## src/rtl/readout_serializer.sv

```systemverilog
// Readout word FIFO plus MSB-first serializer with frame markers.
// Accepts parallel words via valid/ready and shifts them out on a 1-bit link.
module readout_serializer #(
   parameter int WIDTH     = 8,
   parameter int DEPTH     = 4,
   parameter int FRAME_LEN = 16
) (
   input  logic                         clk,
   input  logic                         rst,
   input  logic                         in_valid,
   input  logic [WIDTH-1:0]             in_data,
   output logic                         in_ready,
   input  logic                         ser_en,
   output logic                         ser_data,
   output logic                         ser_valid,
   output logic                         sof,
   output logic                         frame_done,
   output logic [$clog2(DEPTH+1)-1:0]   fifo_level
);

   localparam int LW  = $clog2(DEPTH + 1);
   localparam int PW  = $clog2(DEPTH);
   localparam int BCW = (WIDTH > 1) ? $clog2(WIDTH) : 1;
   localparam int WCW = (FRAME_LEN > 1) ? $clog2(FRAME_LEN) : 1;

   localparam logic [LW-1:0]  DEPTH_L  = LW'(DEPTH);
   localparam logic [BCW-1:0] BIT_MAX  = BCW'(WIDTH - 1);
   localparam logic [WCW-1:0] WORD_MAX = WCW'(FRAME_LEN - 1);

   typedef enum logic {IDLE, SHIFT} state_t;

   state_t           state_q, state_d;
   logic [WIDTH-1:0] mem_q [DEPTH];
   logic [PW-1:0]    wr_ptr_q, wr_ptr_d;
   logic [PW-1:0]    rd_ptr_q, rd_ptr_d;
   logic [LW-1:0]    level_q, level_d;
   logic [WIDTH-1:0] shreg_q, shreg_d;
   logic [BCW-1:0]   bit_cnt_q, bit_cnt_d;
   logic [WCW-1:0]   word_cnt_q, word_cnt_d;
   logic             ser_valid_q, ser_valid_d;
   logic             frame_done_q, frame_done_d;
   logic             push, pop;
   logic [WIDTH-1:0] head;

   // Ready looks only at the registered level, so a full FIFO stays
   // closed for one cycle even when the serializer pops.
   assign in_ready   = !rst && (level_q < DEPTH_L);
   assign push       = in_valid && in_ready;
   assign head       = mem_q[rd_ptr_q];

   assign ser_data   = shreg_q[WIDTH-1];
   assign ser_valid  = ser_valid_q;
   assign frame_done = frame_done_q;
   assign fifo_level = level_q;
   assign sof        = ser_valid_q && (word_cnt_q == '0)
                       && (bit_cnt_q == BIT_MAX);

   always_comb begin
      state_d      = state_q;
      shreg_d      = shreg_q;
      bit_cnt_d    = bit_cnt_q;
      word_cnt_d   = word_cnt_q;
      ser_valid_d  = ser_valid_q;
      frame_done_d = 1'b0;
      pop          = 1'b0;
      unique case (state_q)
         IDLE: begin
            if (level_q != '0) begin
               pop         = 1'b1;
               shreg_d     = head;
               bit_cnt_d   = BIT_MAX;
               state_d     = SHIFT;
               ser_valid_d = 1'b1;
            end
         end
         SHIFT: begin
            if (ser_en) begin
               shreg_d   = shreg_q << 1;
               bit_cnt_d = bit_cnt_q - 1'b1;
               if (bit_cnt_q == '0) begin
                  word_cnt_d   = (word_cnt_q == WORD_MAX) ?
                                 '0 : word_cnt_q + 1'b1;
                  frame_done_d = (word_cnt_q == WORD_MAX);
                  if (level_q != '0) begin
                     pop       = 1'b1;
                     shreg_d   = head;
                     bit_cnt_d = BIT_MAX;
                  end else begin
                     bit_cnt_d   = '0;
                     state_d     = IDLE;
                     ser_valid_d = 1'b0;
                  end
               end
            end
         end
         default: state_d = IDLE;
      endcase
   end

   always_comb begin
      wr_ptr_d = wr_ptr_q + PW'(push);
      rd_ptr_d = rd_ptr_q + PW'(pop);
      level_d  = level_q;
      if (push && !pop) begin
         level_d = level_q + 1'b1;
      end else if (!push && pop) begin
         level_d = level_q - 1'b1;
      end
   end

   always_ff @(posedge clk) begin
      if (push) begin
         mem_q[wr_ptr_q] <= in_data;
      end
   end

   always_ff @(posedge clk or posedge rst) begin
      if (rst) begin
         state_q      <= IDLE;
         wr_ptr_q     <= '0;
         rd_ptr_q     <= '0;
         level_q      <= '0;
         shreg_q      <= '0;
         bit_cnt_q    <= '0;
         word_cnt_q   <= '0;
         ser_valid_q  <= 1'b0;
         frame_done_q <= 1'b0;
      end else begin
         state_q      <= state_d;
         wr_ptr_q     <= wr_ptr_d;
         rd_ptr_q     <= rd_ptr_d;
         level_q      <= level_d;
         shreg_q      <= shreg_d;
         bit_cnt_q    <= bit_cnt_d;
         word_cnt_q   <= word_cnt_d;
         ser_valid_q  <= ser_valid_d;
         frame_done_q <= frame_done_d;
      end
   end

endmodule

```

## config.mk

```make
export PLATFORM = sky130hd
export DESIGN_NAME = readout_serializer
export DESIGN_NICKNAME = d
export VERILOG_FILES = /design/src/rtl/readout_serializer.sv
export SDC_FILE = /design/constraint.sdc
export NUM_CORES = 1
export LEC_CHECK = 0
export CAP_MARGIN = 30
export CORE_MARGIN = 2
export CORE_UTILIZATION = 40
export DETAILED_ROUTE_END_ITERATION = 10
export MAX_ROUTING_LAYER = met4
export PLACE_DENSITY = 0.7
export REMOVE_ABC_BUFFERS = 1
export SETUP_SLACK_MARGIN = 0.15
export SLEW_MARGIN = 20
export SYNTH_ARGS = -nofsm -noshare
export SYNTH_HDL_FRONTEND = slang
export SYNTH_SLANG_ARGS = --single-unit
```

## constraint.sdc

```tcl
create_clock -name clk -period 3.3 [get_ports clk]
set_clock_uncertainty 0.1 [all_clocks]
set_input_delay 0.33 -clock clk [delete_from_list [all_inputs] [get_ports clk]]
set_output_delay 0.33 -clock clk [all_outputs]
set_load 0.01 [all_outputs]
```

### Met1 routing, run 1

The bar under the picture is 20 µm long. Supply wires on this layer in gray.
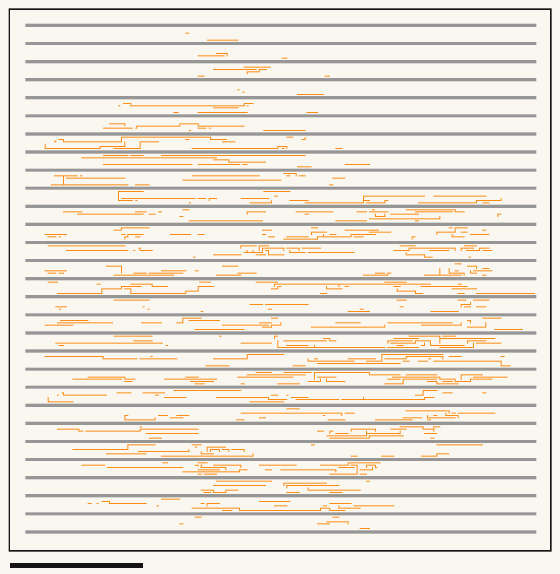
180 nets have wire on it. The longest straight run is 23.5 µm.
M1 GR Usage: 0.166
vias: 1306

### Signal wires on met2, run 1

The bar under the picture is 20 µm long.
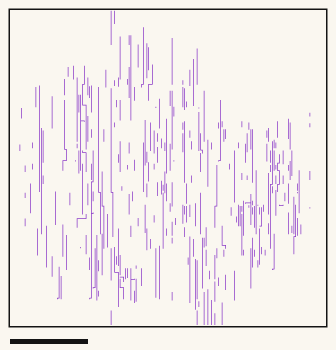
The layer holds 47% of the routed length. The wires run mostly vertical.
met2 Use GR: 0.200
DRT Wirelength: 3560 µm

==> metrics.cfg, run 1 <==
[final_layout]
fin_area_um2=2850
drive_above_1_share=0.153
comb_area_um2=727
buffers=24
n_all_inverters=6
antenna_cells=0
sh_seq_area=0.557
area_growth_pct=19.5
ff_count=57
n_fill_cell=499
buffer_area_frac=0.0870
clock_buffers=16
seq_area_um2=1590
comb_cells=87
largest_class=sequential cells
finish.utilization=0.487
comb_area_frac=0.255
num-nets-final=203
layout.cells.non_filler=265
final-clk-cell-share=0.0598
lay_top_cells=32 x edfxtp_1, 25 x dfrtp_1, 19 x clkdlybuf4s50_1, 14 x nor2_1, 11 x clkbuf_8
layout_top_cell=edfxtp_1

[critical_path]
reg2reg_to=fifo_level[2]
crit_start=fifo_level[2]
crit_chain=or3_4, a21boi_2, buf_4, nor2_1, inv_1, ha_1, inv_1, fa_1, xor2_1, nor2_1, xor2_1
critPathMaxStageDelay_ns=0.44
crit_slowest_cell=or3_4
crit_path_start_kind=register
crit_buf_inv=3
crit_family=simple AND/OR/NAND/NOR gates
required_ns=3.45
arrival_ns=2.66
critical_path_class=reg -> reg
end_kind=register
cp_max_fo=8
critPathCapture=fifo_level[2]
reg2reg_from=fifo_level[2]
reg2reg_slack_ns=0.78
worst-path-stages=11
reg2reg_depth=11

[floorplanning]
taps=75
fp.dieW_um=81.2
die_area_um2=6590
pin_count=20
coreArea_um2=5850
initCoreUtil=0.407
dieHeight_um=81.2
rows=28

[timing]
period_used_share=0.763
fin_tns_setup_ns=0
setup_slack_ns=0.783
relSlewSlack=0.662
slew_viol_final=0
hold_viol=0
fin_worst_hold_slack_ns=0.247
max_clock_freq_ghz=0.397
fin_crit_ns=2.52
setup_viol=0
rsz0062_at_grt=false
tightest_slew_ns=0.507

[clocking]
clockBufferDepth=2
numClockSinks=57
post-cts-setup-buffers=0
cts_buffers=9
insertion_delay_ns=0.32
path_clk_slew_ns=0.06
h-tree-depth=3
hold_buffers=0
cts_root_buffer=clkbuf_8
cts_tree=built
cts_resized=0

[yosys]
ys_warn_count=0
yosysChipArea_um2=2380
synth_area_um2=2380
syn_avg_cell_area_um2=15.3
synth_seq_share=0.666
synth_cells=156
synth-cells-yosys=156
ys_types=32
ys_ff=57
largest_area_cell=edfxtp_1
area_leaders=edfxtp_1 40%, dfrtp_1 26%, mux4_2 7.6%
synth.top_cell.area_share=0.403

[hold_path]
worstHoldPathType=in -> async

[routing]
dr.first_iter.drc_count=98
detail-route-antenna-nets=0
viasPerCell=4.93
drc=0
dr.pass1.iters=4

[placed_design]
placement.cell_area_um2=2680
io_buffers=19
placedCellCount=249
place_ws_ns=0.778
gp_congestion=0.666
dpl.hpwl_um=2470

[power]
power.leakage_nw=1.11
peakVddDrop_v=0.000335
power_density_nw_per_um2=794
p_total_w=0.00226

[global_routing]
grt_max_degree=17
antenna_found_initial=0
overflow=0
grt_pass1_vias=1287
grt_pass1_wl_um=6200

[job]
max-cap-violations=0
tool_warnings=26

[run_status]
status=complete, no violations

### Signal wires on met3, run 1

Cells faint in the background.
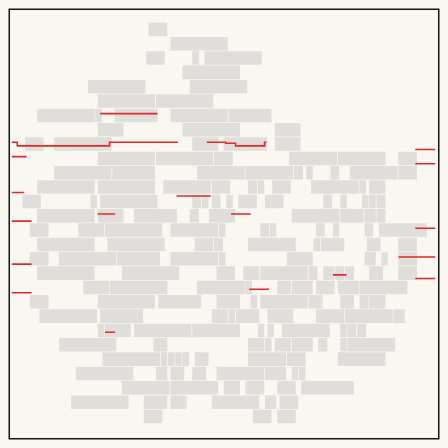
The layer carries 111 µm of wire. The layer holds 3.1% of the routed length. The wires run mostly horizontal. 14 nets have wire on it.

### Routing congestion map, run 1

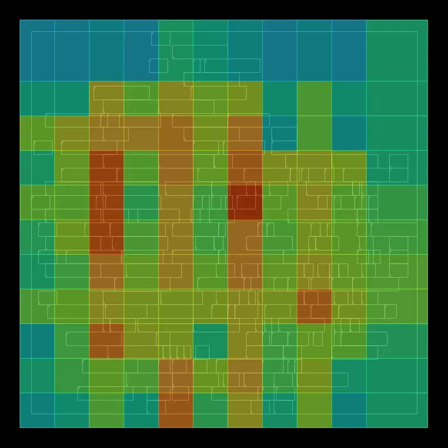
wire per inst: 13.4 µm
Most Crowded Layer GR: met2
Tot GR Track Use: 0.134

run 1: layer usage:
metal  GRT usage  up-vias  wire length, µm  part of all wire
met5           -        -                0                 0
met4      0.0661        0               59             0.017
met3      0.0400        7              111             0.031
met2       0.200       22             1660              0.47
met1       0.166      643             1730              0.49
li1            -      634                -                 -
run 1: logic make-up after synthesis:
kind of cell,count (synthesis),synth area share
multiplexers,18,0.120
adder cells (fa/ha/maj),6,0.0346
flip-flops,57,0.666
AND-OR/OR-AND,20,0.0520
XOR/XNOR,7,0.0257
buffers and inverters,12,0.0294
AND/OR/NAND/NOR,36,0.0724
run 1: flip-flops by register name (all words and copies together) (netlist names):
| register | count |
|---|---|
| mem_q | 32 |
| shreg_q | 8 |
| word_cnt_q | 4 |
| bit_cnt_q | 3 |
| fifo_level | 3 |
| rd_ptr_q | 2 |
| wr_ptr_q | 2 |
| frame_done | 1 |
| ser_valid | 1 |
| state_q | 1 |
run 1: Yosys cell counts:
cell,count
or3_4,1
buf_2,2
o221a_2,1
a21boi_2,1
a22o_1,1
nand3_1,4
xnor2_1,3
nand3b_1,1
inv_1,6
and3_1,2
nor3b_1,1
mux2i_1,8
mux4_2,8
ha_1,5
mux2_4,1
and2_0,1
a211oi_1,1
edfxtp_1,32
o31ai_1,2
mux2_2,1
a21oi_1,9
nand4_1,2
xor2_1,4
nor2b_1,1
nor3_1,2
fa_1,1
clkbuf_1,1
nand2_1,7
dfrtp_1,25
buf_6,3
nor2_1,14
o21ai_0,5
run 1: where the power goes:
part / total, W / switching (W) / leakage, nW / internal, W
Combinational: 0.000604 / 0.000251 / 0.439 / 0.000353
Sequential: 0.00110 / 0.000180 / 0.581 / 0.000923
Clock: 0.000554 / 0.000238 / 0.0850 / 0.000315
==> run 1 -> run 2 <==
- clock period: 3.3 -> 2.5 ns (I/O delays scaled with it)
### Signal wires on met2, run 2

The bar under the picture is 20 µm long.
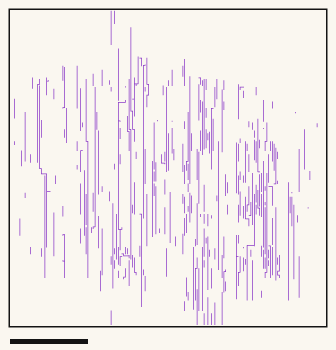
181 nets have wire on it. The layer holds 51% of the routed length.

==> metrics.cfg, run 2 <==
[critical_path]
end_kind=register
crit_path_start_kind=register
critical_path_class=reg -> reg
cp_max_fo=6  ; -2
reg2reg_from=fifo_level[1]
arrival_ns=2.44  ; -0.22 ns
crit_start=fifo_level[1]
required_ns=2.66  ; -0.79 ns

[floorplanning]
initCoreUtil=0.407  ; unchanged
coreArea_um2=5850  ; unchanged
fp.dieW_um=81.2  ; unchanged
pin_count=20  ; unchanged
dieHeight_um=81.2  ; unchanged
rows=28  ; unchanged
die_area_um2=6590  ; unchanged

[yosys]
yosys.area_share.xor_xnor=0.0257  ; unchanged
ys_ff=57  ; unchanged
synth-edff-count=32  ; unchanged
common_cells=32 x edfxtp_1, 25 x dfrtp_1, 14 x nor2_1, 9 x a21oi_1
netlist_logic_family_top=multiplexers
synth_seq_share=0.666  ; unchanged
ys_sh_simple=0.0724  ; unchanged
yosysChipArea_um2=2380  ; unchanged
synth.top_cell.area_share=0.403  ; unchanged
area_leaders=edfxtp_1 40%, dfrtp_1 26%, mux4_2 7.6%
mux_share=0.120  ; unchanged
ys_types=32  ; unchanged
synth-cells-yosys=156  ; unchanged
largest_area_cell=edfxtp_1
ys_warn_count=0  ; unchanged
adder_share=0.0346  ; unchanged
synth_cells=156  ; unchanged
synth_area_um2=2380  ; unchanged
synth-async-reset-ratio=0.439  ; unchanged
flop_cell=edfxtp_1
most_common_cell=edfxtp_1
syn_avg_cell_area_um2=15.3  ; unchanged
aoi_share=0.0520  ; unchanged

[power]
combPwrFrac=0.272  ; +0.005
switching_power_w=0.000955  ; +43%
switching_share=0.284  ; -0.0117
peakVddDrop_v=0.000579  ; +73%
clkPwrFrac=0.301  ; +0.056
p_seq_frac=0.427  ; -0.061
intPower_w=0.00240  ; +51%
power.leakage_nw=1.17  ; +5.4%
power_density_nw_per_um2=1130  ; +42%
p_total_w=0.00336  ; +49%

[final_layout]
largest_reg_flops=32  ; unchanged
layout_top_cell=edfxtp_1
lay_top_cells=32 x edfxtp_1, 25 x dfrtp_1, 19 x clkdlybuf4s50_1, 13 x nor2_1, 13 x buf_4
num-nets-final=211  ; +3.9%
largestRegisters=mem_q: 32 flops, shreg_q: 8 flops, word_cnt_q: 4 flops
drive_above_1_share=0.227  ; +0.0746
fin_area_um2=2980  ; +4.6%
antenna_cells=0  ; unchanged
layout.cells.non_filler=273  ; +3.0%
top_register=mem_q
finish.utilization=0.509  ; +0.0222
area_growth_pct=24.9

[clocking]
cts_buffers=9  ; unchanged
post-cts-setup-buffers=0  ; unchanged
path_clk_slew_ns=0.06  ; about the same
insertion_delay_ns=0.33  ; about the same
hold_buffers=0  ; unchanged
cts_resized=2  ; +2
cts_root_buffer=clkbuf_8
clockBufferDepth=2  ; unchanged
numClockSinks=57  ; unchanged
h-tree-depth=3  ; unchanged
cts_tree=built

[routing]
drc=0  ; unchanged
wl_met2_um=1940  ; +17%
wl_per_cell_um=14.0  ; +4.1%
drt_wl_total_um=3810  ; +7.2%
num_vias=1337  ; +2.4%
detail-route-antenna-nets=0  ; unchanged
dr.first_iter.drc_count=91  ; -7.1%
dr.pass1.iters=4  ; unchanged
viasPerCell=4.90  ; -0.63%
wl_met3_um=200  ; +80%
wl_met1_um=1640  ; -4.9%
dr.max_layer_used=met4

[global_routing]
grt_pass1_wl_um=6280  ; +1.2%
grt.busiest_layer=met2
grt_use_met1=0.155  ; -0.0106
antenna_found_initial=0  ; unchanged
overflow=0  ; unchanged
grt_usage=0.139  ; +0.00580
grt_max_degree=26  ; +9
grt_pass1_vias=1295  ; +0.62%
grtUsageMet2=0.221  ; +0.0215
use_met3=0.0733  ; +0.0333

[timing]
fin_crit_ns=2.28  ; -0.235 ns
relSlewSlack=0.652  ; -0.00991
period_used_share=0.913  ; +0.150
max_clock_freq_ghz=0.438  ; +10%
hold_viol=0  ; unchanged
rsz0062_at_grt=true
setup_viol=0  ; unchanged
tightest_slew_ns=0.522  ; +0.0149 ns
slew_viol_final=0  ; unchanged
setup_slack_ns=0.218  ; -0.565 ns

[run_status]
status=complete, no violations

[placed_design]
placedCellCount=254  ; +2.0%
io_buffers=19  ; unchanged
gp_congestion=0.729  ; +9.5%
place_ws_ns=0.0854  ; -0.693 ns
dpl.hpwl_um=2540  ; +2.5%
placement.cell_area_um2=2700  ; +0.65%

[job]
tool_warnings=27  ; +3.8%
max-cap-violations=0  ; unchanged

[hold_path]
worstHoldPathType=in -> async

### Clock network drawn from the DEF, run 2

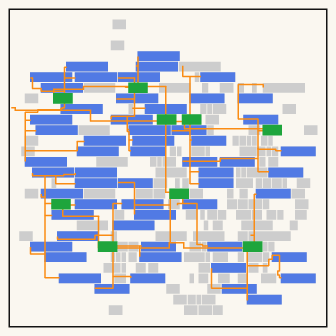
Key: blue = flip-flops [count 57]; orange = clock wires [length 676 µm]; green = clock-net drivers [count 9]
There are 10 routed clock nets. Position of the flops: widely spread.

[run 2: power groups by stage]
| stage | clock network, W | logic, W | registers (W) |
|---|---|---|---|
| finish | 0.00101 | 0.000913 | 0.00144 |
| global route | 0.00109 | 0.00101 | 0.00147 |
| CTS | 0.00104 | 0.000904 | 0.00144 |
| detailed placement | 0 | 0.000893 | 0.00145 |
| global placement | 0 | 0.000868 | 0.00145 |
| floorplan | 0 | 0.000558 | 0.00144 |
[run 2: per-stage QoR]
stage | hold slack (ns) | setup TNS (ns)
3_5_place_dp | 0.396 | 0
6_report | 0.208 | 0
2_1_floorplan | 0.177 | -0.194
3_3_place_gp | 0.406 | 0
5_1_grt | 0.249 | 0
4_1_cts | 0.201 | 0
[run 2: logic make-up after synthesis]
kind of cell / count (synthesis)
buffers and inverters: 12
xor gates and xnor gates: 7
adders and majority gates: 6
and+or+nand+nor: 36
DFF: 57
AOI/OAI and AO/OA: 20
muxes: 18
[run 2: final timing paths]
check                           endpoint  slack [ns]  cells after the start
setup / recovery           fifo_level[2]        0.22                     10
hold / removal               wr_ptr_q[1]        0.21                      3
setup reg to reg           fifo_level[2]        0.22                     10
hold reg to reg               shreg_q[0]        0.41                      1
max in group asynchronous    rd_ptr_q[1]        1.85                      3
min in group clk              shreg_q[0]        0.41                      1
[run 2: critical path: stages, from the launching register on]
cell and delay [ns]:
dfrtp_1 0.37, or3_4 0.44, mux2i_4 0.19, nor2_2 0.07
inv_1 0.08, ha_2 0.18, inv_1 0.05, fa_2 0.33
xor2_1 0.14, nor2_1 0.12, xor2_1 0.14
[run 2: area by class of cell]
class | count | area (µm²)
well taps | 75 | 93.8
inverters | 6 | 22.5
clock inverters | 5 | 104
fillers | 510 | 2870
multi-input cells | 87 | 752
flip-flops and latches | 57 | 1590
repair buffers | 32 | 288
clock buffers | 11 | 131
==> run 2 -> run 3 <==
- CELL_PAD_IN_SITES_DETAIL_PLACEMENT: default -> 1
- CELL_PAD_IN_SITES_GLOBAL_PLACEMENT: default -> 2
- PLACE_DENSITY: 0.7 -> 0.87
### Routing congestion map, run 3

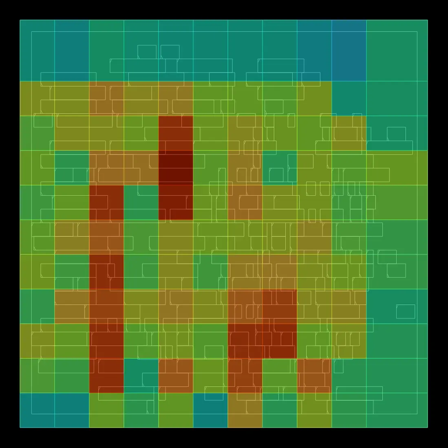
M3 GR Usage: 0.0300
wire per inst: 16.7 µm
M1 GR Usage: 0.188
Tot GR Track Use: 0.168
met2 Use GR: 0.289

==> metrics.cfg, run 3 <==
[global_routing]
grt_max_degree=26  ; unchanged
grt_pass1_vias=1549  ; +20%
antenna_found_initial=0  ; unchanged
grt_pass1_wl_um=7650  ; +22%
grt.busiest_layer=met2
overflow=0  ; unchanged

[final_layout]
drive_above_1_share=0.243  ; +0.0153
lay_top_cells=32 x edfxtp_1, 25 x dfrtp_1, 19 x clkdlybuf4s50_1, 17 x buf_4, 13 x nor2_1
largestRegisters=mem_q: 32 flops, shreg_q: 8 flops, word_cnt_q: 4 flops
area_growth_pct=25.4
finish.utilization=0.511  ; +0.00192
num-nets-final=215  ; +1.9%
top_register=mem_q
antenna_cells=0  ; unchanged
largest_reg_flops=32  ; unchanged
layout_top_cell=edfxtp_1

[critical_path]
reg2reg_depth=10  ; unchanged
reg2reg_from=fifo_level[2]
critical_path_class=reg -> reg
reg2reg_to=fifo_level[2]
arrival_ns=2.48  ; +0.04 ns
crit_start=fifo_level[2]
required_ns=2.66  ; about the same
reg2reg_slack_ns=0.18  ; -0.04 ns
end_kind=register
cp_max_fo=4  ; -2
crit_path_start_kind=register
critPathCapture=fifo_level[2]

[floorplanning]
dieHeight_um=81.2  ; unchanged
coreArea_um2=5850  ; unchanged
pin_count=20  ; unchanged
rows=28  ; unchanged
initCoreUtil=0.407  ; unchanged
fp.dieW_um=81.2  ; unchanged
die_area_um2=6590  ; unchanged

[yosys]
yosysChipArea_um2=2380  ; unchanged
synth_cells=156  ; unchanged
ys_ff=57  ; unchanged
area_leaders=edfxtp_1 40%, dfrtp_1 26%, mux4_2 7.6%
synth_seq_share=0.666  ; unchanged
synth_area_um2=2380  ; unchanged
ys_warn_count=0  ; unchanged
flop_cell=edfxtp_1
synth.top_cell.area_share=0.403  ; unchanged
most_common_cell=edfxtp_1
synth-edff-count=32  ; unchanged
syn_avg_cell_area_um2=15.3  ; unchanged
common_cells=32 x edfxtp_1, 25 x dfrtp_1, 14 x nor2_1, 9 x a21oi_1
ys_types=32  ; unchanged
synth-cells-yosys=156  ; unchanged
synth-async-reset-ratio=0.439  ; unchanged
largest_area_cell=edfxtp_1

[clocking]
path_clk_slew_ns=0.07  ; about the same
clockBufferDepth=2  ; unchanged
cts_root_buffer=clkbuf_8
cts_buffers=9  ; unchanged
hold_buffers=0  ; unchanged
h-tree-depth=3  ; unchanged
cts_resized=6  ; +4
cts_tree=built
post-cts-setup-buffers=6  ; +6
numClockSinks=57  ; unchanged

[run_status]
status=complete, no violations

[job]
tool_warnings=27  ; unchanged
max-cap-violations=0  ; unchanged

[timing]
slew_viol_final=0  ; unchanged
fin_crit_ns=2.32  ; +0.0363 ns
fin_tns_setup_ns=0  ; unchanged
hold_viol=0  ; unchanged
fin_worst_hold_slack_ns=0.203  ; -0.00451 ns
max_clock_freq_ghz=0.431  ; -1.6%
setup_viol=0  ; unchanged
period_used_share=0.927  ; +0.0145
tightest_slew_ns=0.545  ; +0.0230 ns
relSlewSlack=0.637  ; -0.0153
rsz0062_at_grt=true

[power]
peakVddDrop_v=0.000435  ; -25%
p_seq_frac=0.433  ; +0.006
combPwrFrac=0.294  ; +0.022
p_total_w=0.00335  ; -0.11%
power.leakage_nw=1.18  ; +1.2%
intPower_w=0.00233  ; -3.2%
power_density_nw_per_um2=1120  ; -0.48%
switching_share=0.307  ; +0.0225
switching_power_w=0.00103  ; +7.8%

[routing]
detail-route-antenna-nets=0  ; unchanged
num_vias=1425  ; +6.6%
viasPerCell=5.14  ; +5.0%
dr.pass1.iters=4  ; unchanged
dr.first_iter.drc_count=76  ; -16%
drt_wl_total_um=4640  ; +22%
drc=0  ; unchanged

[placed_design]
dpl.hpwl_um=3130  ; +23%
gp_congestion=0.714  ; -2.1%
io_buffers=19  ; unchanged

[hold_path]
worstHoldPathType=in -> async

### Clock network drawn from the DEF, run 3

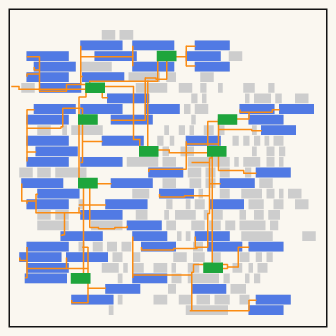
Key: blue = flip-flops [count 57]; green = clock-net drivers [count 9]; orange = clock wires [length 738 µm]
Position of the flops: widely spread.
clock share of power: 0.273
clk_lat worst skew: 0.33 ns
clk pwr: 0.000917 W

[run 3: stage by stage]
step | setup slack, ns | cell area, µm² | cells
detailed placement | 0.0298 | 2690 | 253
floorplan | -0.113 | 2340 | 150
global placement | 0.155 | 2690 | 253
finish | 0.182 | 2990 | 277
global route | 0.107 | 2990 | 277
CTS | 0.172 | 2970 | 275
[run 3: critical path, stage by stage, from the launching register on]
cell and delay, ns:
dfrtp_1 0.38, or3_4 0.43, a21boi_4 0.17, nor2_2 0.07, inv_1 0.07, ha_2 0.18
inv_1 0.06, fa_2 0.33, xor2_1 0.16, nor2_1 0.13, xor2_1 0.16
[run 3: power groups by stage]
stage | combinational (W) | clock (W) | sequential, W
2_1_floorplan | 0.000558 | 0 | 0.00144
3_3_place_gp | 0.000858 | 0 | 0.00144
3_5_place_dp | 0.000915 | 0 | 0.00147
4_1_cts | 0.000980 | 0.000935 | 0.00146
5_1_grt | 0.00110 | 0.000984 | 0.00149
6_report | 0.000987 | 0.000917 | 0.00145
[run 3: layout make-up]
cell class	instances	area [µm²]
clock buffers	9	124
clock inverters	7	85.1
fillers	575	2860
inverters	6	22.5
multi-input cells	87	759
flip-flops and latches	57	1590
well taps	75	93.8
repair buffers	36	318
[run 3: layer usage]
layer / wire length (µm) / share of wire / vias up
li1: - / - / 660
met1: 1880 / 0.41 / 739
met2: 2570 / 0.55 / 18
met3: 97 / 0.021 / 8
met4: 85 / 0.018 / 0
met5: 0 / 0 / -
[run 3: cells by family (layout without fill, tap and decap cells)]
family                     Yosys count  after routing  share of synthesized area
muxes                               18             18                      0.120
adders and majority gates            6              6                     0.0346
xor gates and xnor gates             7              7                     0.0257
and+or+nand+nor                     36             36                     0.0724
DFF                                 57             57                      0.666
buffers and inverters               12             58                     0.0294
AOI/OAI and AO/OA                   20             20                     0.0520
Power and IR drop assume default switching activity.
